[config.mk]
export PLATFORM = sky130hd
export DESIGN_NAME = mem_block_arbiter
export DESIGN_NICKNAME = d
export VERILOG_FILES = /design/src/rtl/mem_arb_pkg.sv /design/src/rtl/mem_arb_pick.sv /design/src/rtl/mem_block_arbiter.sv
export SDC_FILE = /design/constraint.sdc
export NUM_CORES = 1
export LEC_CHECK = 0
export ABC_AREA = 0
export CAP_MARGIN = 30
export CORE_AREA = 2 2 554 556
export DETAILED_ROUTE_END_ITERATION = 8
export DIE_AREA = 0 0 556 558
export DONT_BUFFER_PORTS = 1
export MAX_ROUTING_LAYER = met4
export PLACE_DENSITY_LB_ADDON = 0.1
export SKIP_CTS_REPAIR_TIMING = 1
export SYNTH_ARGS = -nofsm -noshare
export SYNTH_HDL_FRONTEND = slang
export SYNTH_SLANG_ARGS = --single-unit
export TNS_END_PERCENT = 100
[constraint.sdc]
create_clock -name CLK -period 5.9 [get_ports CLK]
set_clock_uncertainty 0.2 [all_clocks]
set_input_delay 0.59 -clock CLK [delete_from_list [all_inputs] [get_ports CLK]]
set_output_delay 0.59 -clock CLK [all_outputs]
set_load 0.005 [all_outputs]
[src/rtl/mem_arb_pkg.sv]
// Shared types and constants for the main-memory block arbiter.
package mem_arb_pkg;

  localparam int BLK_W   = 256;
  localparam int BLK_OFF = 5;

  typedef enum logic [2:0] {
    IDLE,
    I_RD,
    D_RD,
    D_WR,
    DONE
  } arb_state_t;

  typedef enum logic [1:0] {
    REQ_I   = 2'd0,
    REQ_DRD = 2'd1,
    REQ_DWR = 2'd2
  } req_id_t;

  function automatic logic [31:0] blk_align(input logic [31:0] addr);
    return {addr[31:BLK_OFF], {BLK_OFF{1'b0}}};
  endfunction

endpackage

[src/rtl/mem_arb_pick.sv]
// Combinational grant selection: one-hot grant from masked requests and the last winner.
module mem_arb_pick
  import mem_arb_pkg::*;
(
  input  logic [2:0] req,
  input  logic       last_i,
  output logic [2:0] grant
);

  logic       d_any;
  logic [2:0] d_grant;

  assign d_any = req[REQ_DRD] | req[REQ_DWR];

  // Writebacks go before refills so a dirty line leaves before its replacement arrives
  always_comb begin
    d_grant = 3'b000;
    if (req[REQ_DWR]) begin
      d_grant[REQ_DWR] = 1'b1;
    end else if (req[REQ_DRD]) begin
      d_grant[REQ_DRD] = 1'b1;
    end
  end

  // I wins unless D also wants the port and I was the previous winner
  always_comb begin
    grant = 3'b000;
    if (req[REQ_I] && (!d_any || !last_i)) begin
      grant[REQ_I] = 1'b1;
    end else begin
      grant = d_grant;
    end
  end

endmodule

[src/rtl/mem_block_arbiter.sv]
// Serialises I-cache refills and D-cache refills/writebacks onto the single memory block port.
module mem_block_arbiter
  import mem_arb_pkg::*;
#(
  parameter int TIMEOUT = 64,
  parameter int CNT_W   = 7
) (
  input  logic             CLK,
  input  logic             RESET,
  input  logic             i_req,
  input  logic [31:0]      i_addr,
  output logic             i_done,
  output logic [BLK_W-1:0] i_rdata,
  input  logic             d_rd_req,
  input  logic             d_wr_req,
  input  logic [31:0]      d_rd_addr,
  input  logic [31:0]      d_wr_addr,
  input  logic [BLK_W-1:0] d_wdata,
  output logic             d_rd_done,
  output logic             d_wr_done,
  output logic [BLK_W-1:0] d_rdata,
  output logic [31:0]      mem_addr,
  output logic             mem_blk_read,
  output logic             mem_blk_write,
  output logic [BLK_W-1:0] mem_wdata,
  input  logic [BLK_W-1:0] mem_rdata,
  input  logic             mem_read_valid,
  input  logic             mem_write_valid,
  output logic             arb_idle,
  output logic             arb_err
);

  localparam logic [CNT_W-1:0] TIMEOUT_LAST = CNT_W'(TIMEOUT - 1);
  localparam logic [CNT_W-1:0] CNT_MAX      = {CNT_W{1'b1}};

  arb_state_t       state;
  arb_state_t       state_next;
  req_id_t          cur_id;
  req_id_t          grant_id;
  logic             last_i;
  logic [2:0]       mask;
  logic [2:0]       raw_req;
  logic [2:0]       masked_req;
  logic [2:0]       grant;
  logic [31:0]      grant_addr;
  logic [CNT_W-1:0] wait_cnt;
  logic             err_q;
  logic             waiting;
  logic             take_grant;
  logic             timeout_hit;

  assign raw_req    = {d_wr_req, d_rd_req, i_req};
  assign masked_req = raw_req & ~mask;

  mem_arb_pick u_pick (
    .req    (masked_req),
    .last_i (last_i),
    .grant  (grant)
  );

  assign waiting     = (state == I_RD) || (state == D_RD) || (state == D_WR);
  assign take_grant  = (state == IDLE) && (grant != 3'b000);
  assign timeout_hit = waiting && (wait_cnt == TIMEOUT_LAST);

  // Translate the one-hot grant into a requester id and its block address
  always_comb begin
    grant_id   = REQ_DRD;
    grant_addr = d_rd_addr;
    if (grant[REQ_I]) begin
      grant_id   = REQ_I;
      grant_addr = i_addr;
    end else if (grant[REQ_DWR]) begin
      grant_id   = REQ_DWR;
      grant_addr = d_wr_addr;
    end
  end

  // Next-state logic: grant from IDLE, wait for the matching valid, one DONE cycle
  always_comb begin
    state_next = state;
    case (state)
      IDLE: begin
        if (grant[REQ_I]) begin
          state_next = I_RD;
        end else if (grant[REQ_DWR]) begin
          state_next = D_WR;
        end else if (grant[REQ_DRD]) begin
          state_next = D_RD;
        end
      end
      I_RD, D_RD: begin
        if (mem_read_valid) state_next = DONE;
      end
      D_WR: begin
        if (mem_write_valid) state_next = DONE;
      end
      DONE:    state_next = IDLE;
      default: state_next = IDLE;
    endcase
  end

  // Control registers: state, owner, fairness bit, post-completion mask, wait counter, error
  always_ff @(posedge CLK or negedge RESET) begin
    if (!RESET) begin
      state    <= IDLE;
      cur_id   <= REQ_I;
      last_i   <= 1'b0;
      mask     <= 3'b000;
      wait_cnt <= '0;
      err_q    <= 1'b0;
    end else begin
      state <= state_next;
      mask  <= (state == DONE) ? (3'b001 << cur_id) : 3'b000;
      if (take_grant) begin
        cur_id   <= grant_id;
        last_i   <= grant[REQ_I];
        wait_cnt <= '0;
      end else if (waiting && (wait_cnt != CNT_MAX)) begin
        wait_cnt <= wait_cnt + 1'b1;
      end
      if (timeout_hit) begin
        err_q <= 1'b1;
      end
    end
  end

  // Data registers: address/write block latched at grant, read blocks captured on valid
  always_ff @(posedge CLK or negedge RESET) begin
    if (!RESET) begin
      mem_addr  <= '0;
      mem_wdata <= '0;
      i_rdata   <= '0;
      d_rdata   <= '0;
    end else begin
      if (take_grant) begin
        mem_addr <= blk_align(grant_addr);
        if (grant[REQ_DWR]) mem_wdata <= d_wdata;
      end
      if ((state == I_RD) && mem_read_valid) i_rdata <= mem_rdata;
      if ((state == D_RD) && mem_read_valid) d_rdata <= mem_rdata;
    end
  end

  assign mem_blk_read  = (state == I_RD) || (state == D_RD);
  assign mem_blk_write = (state == D_WR);
  assign i_done        = (state == DONE) && (cur_id == REQ_I);
  assign d_rd_done     = (state == DONE) && (cur_id == REQ_DRD);
  assign d_wr_done     = (state == DONE) && (cur_id == REQ_DWR);
  assign arb_idle      = !RESET || ((state == IDLE) && (masked_req == 3'b000));
  assign arb_err       = err_q || timeout_hit;

endmodule

==> reports/results.txt <==
Fin crit period: 4.15 ns
Worst path depth: 5
Wire length on met1: 56,600 µm
Non-CTS inverters: 8
H-tree depth: 3
Min Hold Slack: 0.0757 ns
Placed inst area: 0.0356 mm²
Dpl cells: 5,802
Die footprint: 0.310 mm²
Worst hold-check path type: in -> reg
Main flop type: dfrtp_1
CP Class: in -> out
Internal: 15,600 µW
Status: complete, no violations
Dpl ws: 2.07 ns
Num tapcells: 3,997
Asr flop ratio synth: 1.00
Vias in the first global route: 18,800
Top Layer Used: met4
Die Y: 558 µm
Setup TNS: 0 ns
Post-route DRC violation count: 0
Pleak: 0.0175 µW
Worst path cell trace: dlygate4sd3_1, dlygate4sd3_1, buf_16, buf_16, o31ai_1
Synth Cell Area: 0.0309 mm²
Final Core Density: 0.149
Detail Route met2 WL: 79,100 µm
Overall power: 24,200 µW
Peak VDD IR: 0.221 mV
Worst flop-to-flop path startpoint: mask[2]$_DFF_PN0_
Seq share, synth: 0.658
Wire length on met3: 20,100 µm
TritonRoute pass-1 iters: 5
1st-iter DRT viols: 837
Number of warnings in the stage logs: 57
Initial antenna violation count: 107
NonClk Buf Share: 0.136
Global Route met3 Usage: 0.0699
# rows: 203
Worst slew pin tran: 1.37 ns
GR Util met2: 0.171
GRT busiest layer: met2
Hpwl dp: 127,000 µm
#MultiIn Comb: 955
Crit-path max FO: 158
Worst Hold Endpoint: state[0]$_DFFE_PN0P_
Netlist cell types: 43
YS chip area: 0.0309 mm²
Largest delay contributor family on the critical path: buffers and inverters
Reg power frac: 0.506
P per Cell Area: 534 mW/mm²
Layout clock buffer count: 167
Clock tree buffer depth: 4
Crit path capture: arb_idle
## logic make-up (layout without fill, tap and decap cells)
| group | count (synthesis) | in the layout | share of synthesized area |
|---|---|---|---|
| flops | 812 | 812 | 0.658 |
| fa+ha+maj | 1 | 1 | 0.000405 |
| mux | 771 | 771 | 0.281 |
| other cells | 1 | 93 | 0.000121 |
| xor+xnor | 2 | 2 | 0.000568 |
| compound gates | 86 | 86 | 0.0204 |
| simple gates | 90 | 90 | 0.0145 |
| buf+inv | 121 | 811 | 0.0244 |
## power groups by stage
stage	combinational [µW]	clock, µW	sequential [µW]
final	5050	6900	12200
after global routing	5550	7450	12700
after CTS	4550	7270	12500
after detailed placement	4530	0	12600
after global placement	4370	0	12700
after floorplan	3750	0	10000
Clock routing:
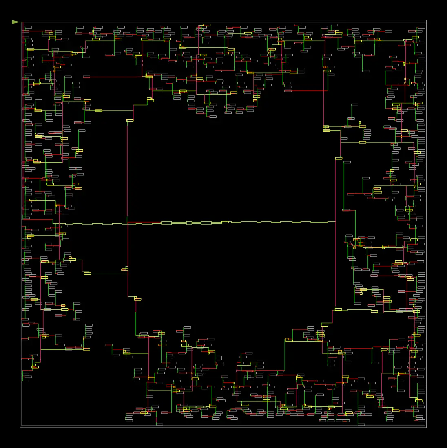
clock sinks: 812
registers: 812
Insertion Delay late pin: 0.79 ns
CTS Buf Count: 115
Clk. pwr: 6900 µW

M4 wires:
Supply wires on this layer in grey.
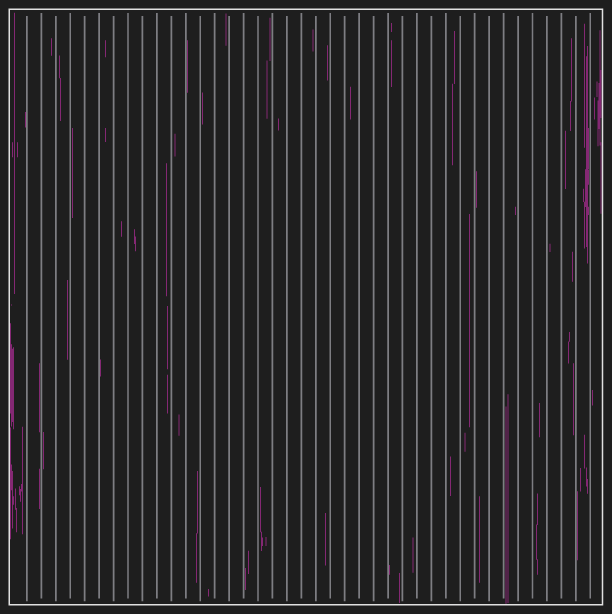
longest straight run: 264 µm
nets with wire on the layer: 61
main direction: vertical
share of all routed wire: 3.0%
Post-Route WL: 161,000 µm
via count: 19,500

Met1 routing:
Supply wires on this layer in grey.
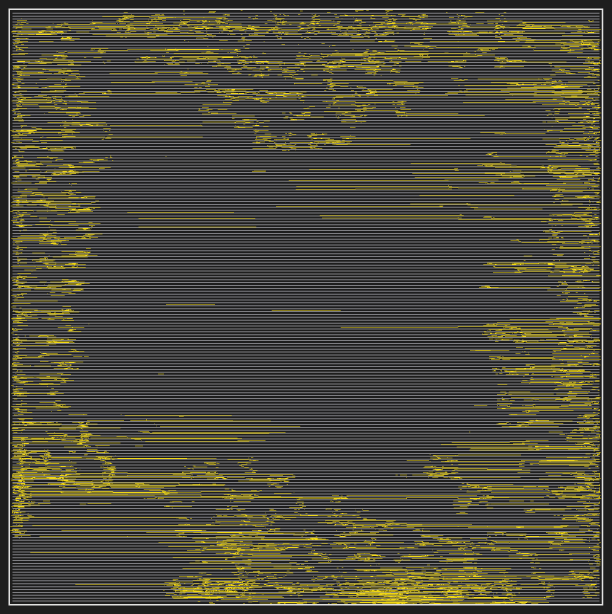
longest straight run: 162 µm
main direction: horizontal
wire length on this layer: 56.6 mm
global-route met1 utilization: 0.0889

I/O nets highlighted:
The bar under the picture is 200 µm long.
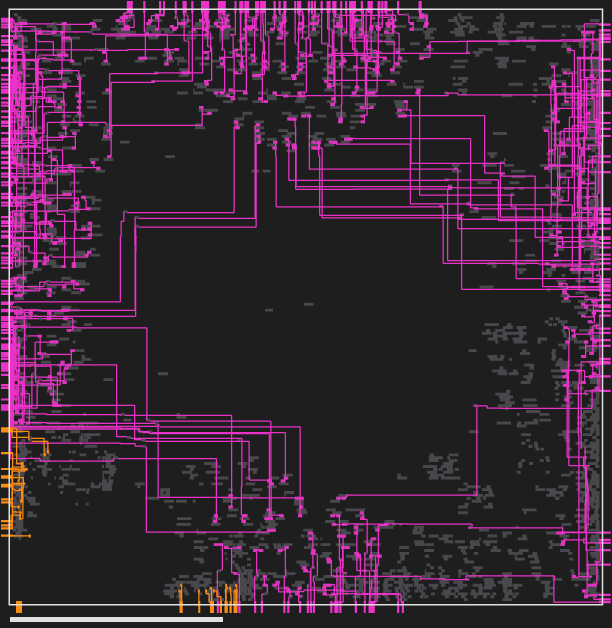
legend:
  d_wr_addr:
    colour: orange
    bits: 32
    direction: input
    end_cells: 27
    wire: 679 µm
  mem_rdata:
    colour: magenta
    bits: 256
    direction: input
    end_cells: 512
    wire: 29.3 mm
# IOs: 1,422
IO Port Bufs: 0

Power and IR drop assume default switching activity.
